### The metal 1 layer, run 1

The bar under the picture is 50 um long.
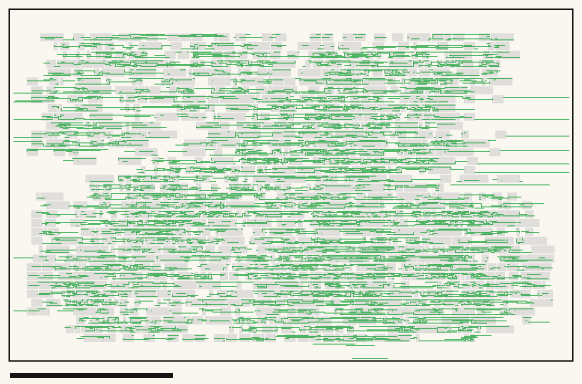
### Signal wires on met2, run 1

The bar under the picture is 50 um long.
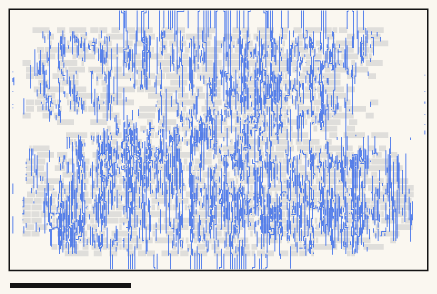
### The metal 3 layer, run 1

The bar under the picture is 50 um long.
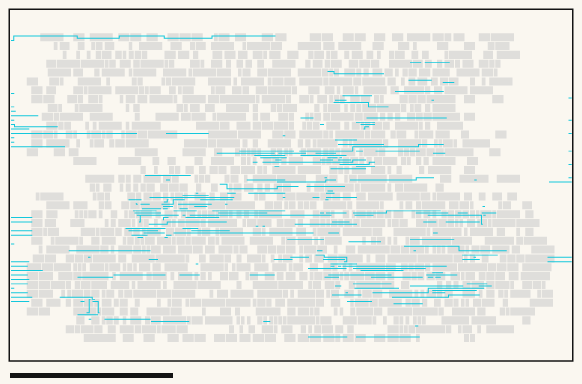
### Metal 4, run 1

The bar under the picture is 50 um long.
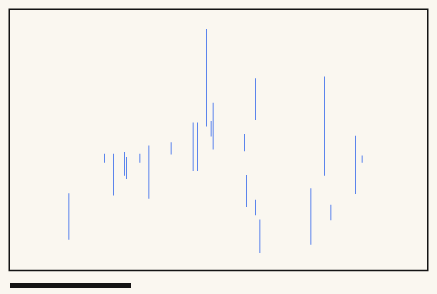
==> config.mk <==
export PLATFORM = sky130hd
export DESIGN_NAME = eta_error_monitor
export DESIGN_NICKNAME = d
export VERILOG_FILES = /design/src/rtl/eta_pkg.sv /design/src/rtl/eta_abs_diff.sv /design/src/rtl/eta_error_monitor.sv
export SDC_FILE = /design/constraint.sdc
export NUM_CORES = 1
export LEC_CHECK = 0
export CAP_MARGIN = 20
export CORE_ASPECT_RATIO = 0.6
export CORE_MARGIN = 5
export CORE_UTILIZATION = 50
export DETAILED_ROUTE_END_ITERATION = 16
export GPL_ROUTABILITY_DRIVEN = 0
export PLACE_DENSITY = 0.77
export RECOVER_POWER = 25
export SYNTH_ARGS = -nofsm -noshare
export SYNTH_HDL_FRONTEND = slang
export SYNTH_SLANG_ARGS = --single-unit
==> constraint.sdc <==
create_clock -name clk -period 2.7 [get_ports clk]
set_input_delay 0.81 -clock clk [delete_from_list [all_inputs] [get_ports clk]]
set_output_delay 0.81 -clock clk [all_outputs]
set_load 0.05 [all_outputs]
==> flow_summary.toml, run 1 <==
# yosys + openroad results
[cells_and_area]
mi_logic_area_um2 = 5321
ff_latch_area_um2 = 2603
comb_cells = 735
clk_share_pct = 5.485
final_cell_mix = "dfxtp_1 (110), clkdlybuf4s50_1 (107), nor2_1 (93)"
antennaDiodeCount = 0
buffers_excl_clock = 198

[final_timing]
finalClockPeriodUsage_pct = 104.8
tns_ns = -0.2079
timing.clock.skew_ns = 0.01176
layout_setup_ws_ns = -0.1287
setup_violations = 3

[logic_synthesis]
ys.flops = 128
aoi_share_pct = 17.69
synth.area.mux_share_pct = 1.890
flop_cell = "dfxtp_1"
synth.largest_area_cell = "dfxtp_1"
syn-num-nets = 1106
synth-async-reset-ratio_pct = 0
yosys.area_share.adder_pct = 11.56
synthTopCellsByCount = "dfxtp_1 (128), nor2_1 (93), inv_1 (81), nand2_1 (80), a21oi_1 (74)"
yosysWarnings = 0

[worst_setup_path]
max_stage_delay_ns = 0.38

[hold_path]
holdPathStages = 2
hp-class = "flop to flop"

[status]
status = "finished with violations"
violations = "negative setup slack"

[power_and_ir_drop]
total_power_mw = 8.311
p_per_area_nw_per_um2 = 763.8
ir_drop_uv = 716.3
pg_clk_mw = 2.35
p_sw_share_pct = 39.21

[global_routing]
grt_pass1_vias = 7429
grt_pass1_wl_um = 37800
grt-ovfl-total = 0
busiest_layer = "met2"

[clocking]
worstSkewPairLatency_ns = 0.41
cts_resized = 56
numCtsBuffers = 17

[floorplan]
core-area_um2 = 15460
initCoreUtil_pct = 51.39
die_h_um = 107.6
io_pins = 113
die_area_um2 = 18590

[routing]
wl_met2_um = 9974
wl_met1_um = 11200
highest_layer = "met4"

[place]
pre_cts_ws_ns = -0.6579
port_buffers = 112
-- 'The metal 1 layer' (at the start) --
nets with wire on the layer = 1210
longest straight run = 48.3 um
share of all routed wire = 48%
wire length on this layer = 11200 um
final WL: 23330 um
GR Layer Usage met1: 36.06%
via count: 7983

-- 'Signal wires on met2' (at the start) --
wire length on this layer = 9970 um
main direction = vertical
longest straight run = 32.2 um
nets with wire on the layer = 1073
GRT met2 Usage: 36.49%

-- 'The metal 3 layer' (at the start) --
longest straight run = 43.2 um
wire length on this layer = 1810 um
nets with wire on the layer = 164
share of all routed wire = 7.7%
grt met3 use: 4.388%

-- 'Metal 4' (at the start) --
main direction = vertical
share of all routed wire = 1.5%
wire length on this layer = 345 um
longest straight run = 40.8 um

==> run 1 -> run 2 <==
--- a/config.mk
+++ b/config.mk
@@ -13,6 +13,7 @@
 export GPL_ROUTABILITY_DRIVEN = 0
 export PLACE_DENSITY = 0.77
 export RECOVER_POWER = 25
+export SKIP_CTS_REPAIR_TIMING = 1
 export SYNTH_ARGS = -nofsm -noshare
 export SYNTH_HDL_FRONTEND = slang
 export SYNTH_SLANG_ARGS = --single-unit
==> flow_summary.toml, run 2 <==
# yosys + openroad results
[status]
status = "finished with violations"
violations = "negative setup slack"

[cells_and_area]
antennaDiodeCount = 0
final_cell_mix = "dfxtp_1 (111), clkdlybuf4s50_1 (109), nor2_1 (93)"
clk_share_pct = 5.565
ff_latch_area_um2 = 2596
mi_logic_area_um2 = 5250

[routing]
wl_met2_um = 9733
highest_layer = "met4"
wl_met1_um = 11220

[logic_synthesis]
synthTopCellsByCount = "dfxtp_1 (128), nor2_1 (93), inv_1 (81), nand2_1 (80), a21oi_1 (74)"
yosysWarnings = 0
flop_cell = "dfxtp_1"
aoi_share_pct = 17.69
yosys.area_share.adder_pct = 11.56
synth.largest_area_cell = "dfxtp_1"

[place]
port_buffers = 112
pre_cts_ws_ns = -0.6579

[final_timing]
layout_setup_ws_ns = -0.1451
finalClockPeriodUsage_pct = 105.4
setup_violations = 7
tns_ns = -0.2862

[floorplan]
initCoreUtil_pct = 51.39
die_h_um = 107.6
core-area_um2 = 15460

[hold_path]
hp-class = "flop to flop"
holdPathStages = 2

[global_routing]
busiest_layer = "met1"
grtUsageMet3_pct = 4.598
grt_pass1_wl_um = 36690
grt_pass1_vias = 7202

[worst_setup_path]
max_stage_delay_ns = 0.38

[clocking]
worstSkewPairLatency_ns = 0.42
numCtsBuffers = 17

[power_and_ir_drop]
total_power_mw = 8.216
p_sw_share_pct = 39.20
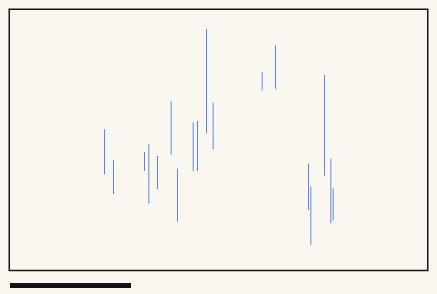
*Metal 4, run 2*
The bar under the picture is 50 um long.
nets with wire on the layer = 16
longest straight run = 42.8 um
via count: 7850
final WL: 23010 um

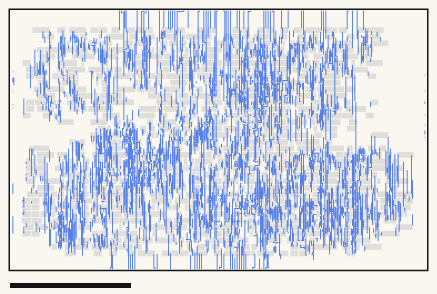
*Signal wires on met2, run 2*
The bar under the picture is 50 um long.
nets with wire on the layer = 1061
longest straight run = 32.3 um
share of all routed wire = 42%
wire length on this layer = 9730 um
main direction = vertical
GRT met2 Usage: 34.27%

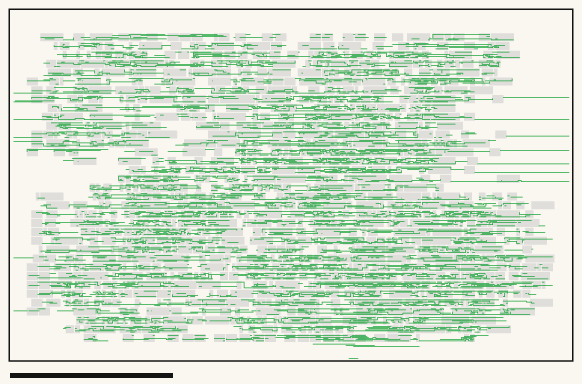
*The metal 1 layer, run 2*
The bar under the picture is 50 um long.
nets with wire on the layer = 1201
longest straight run = 47.4 um
GR Layer Usage met1: 35.61%

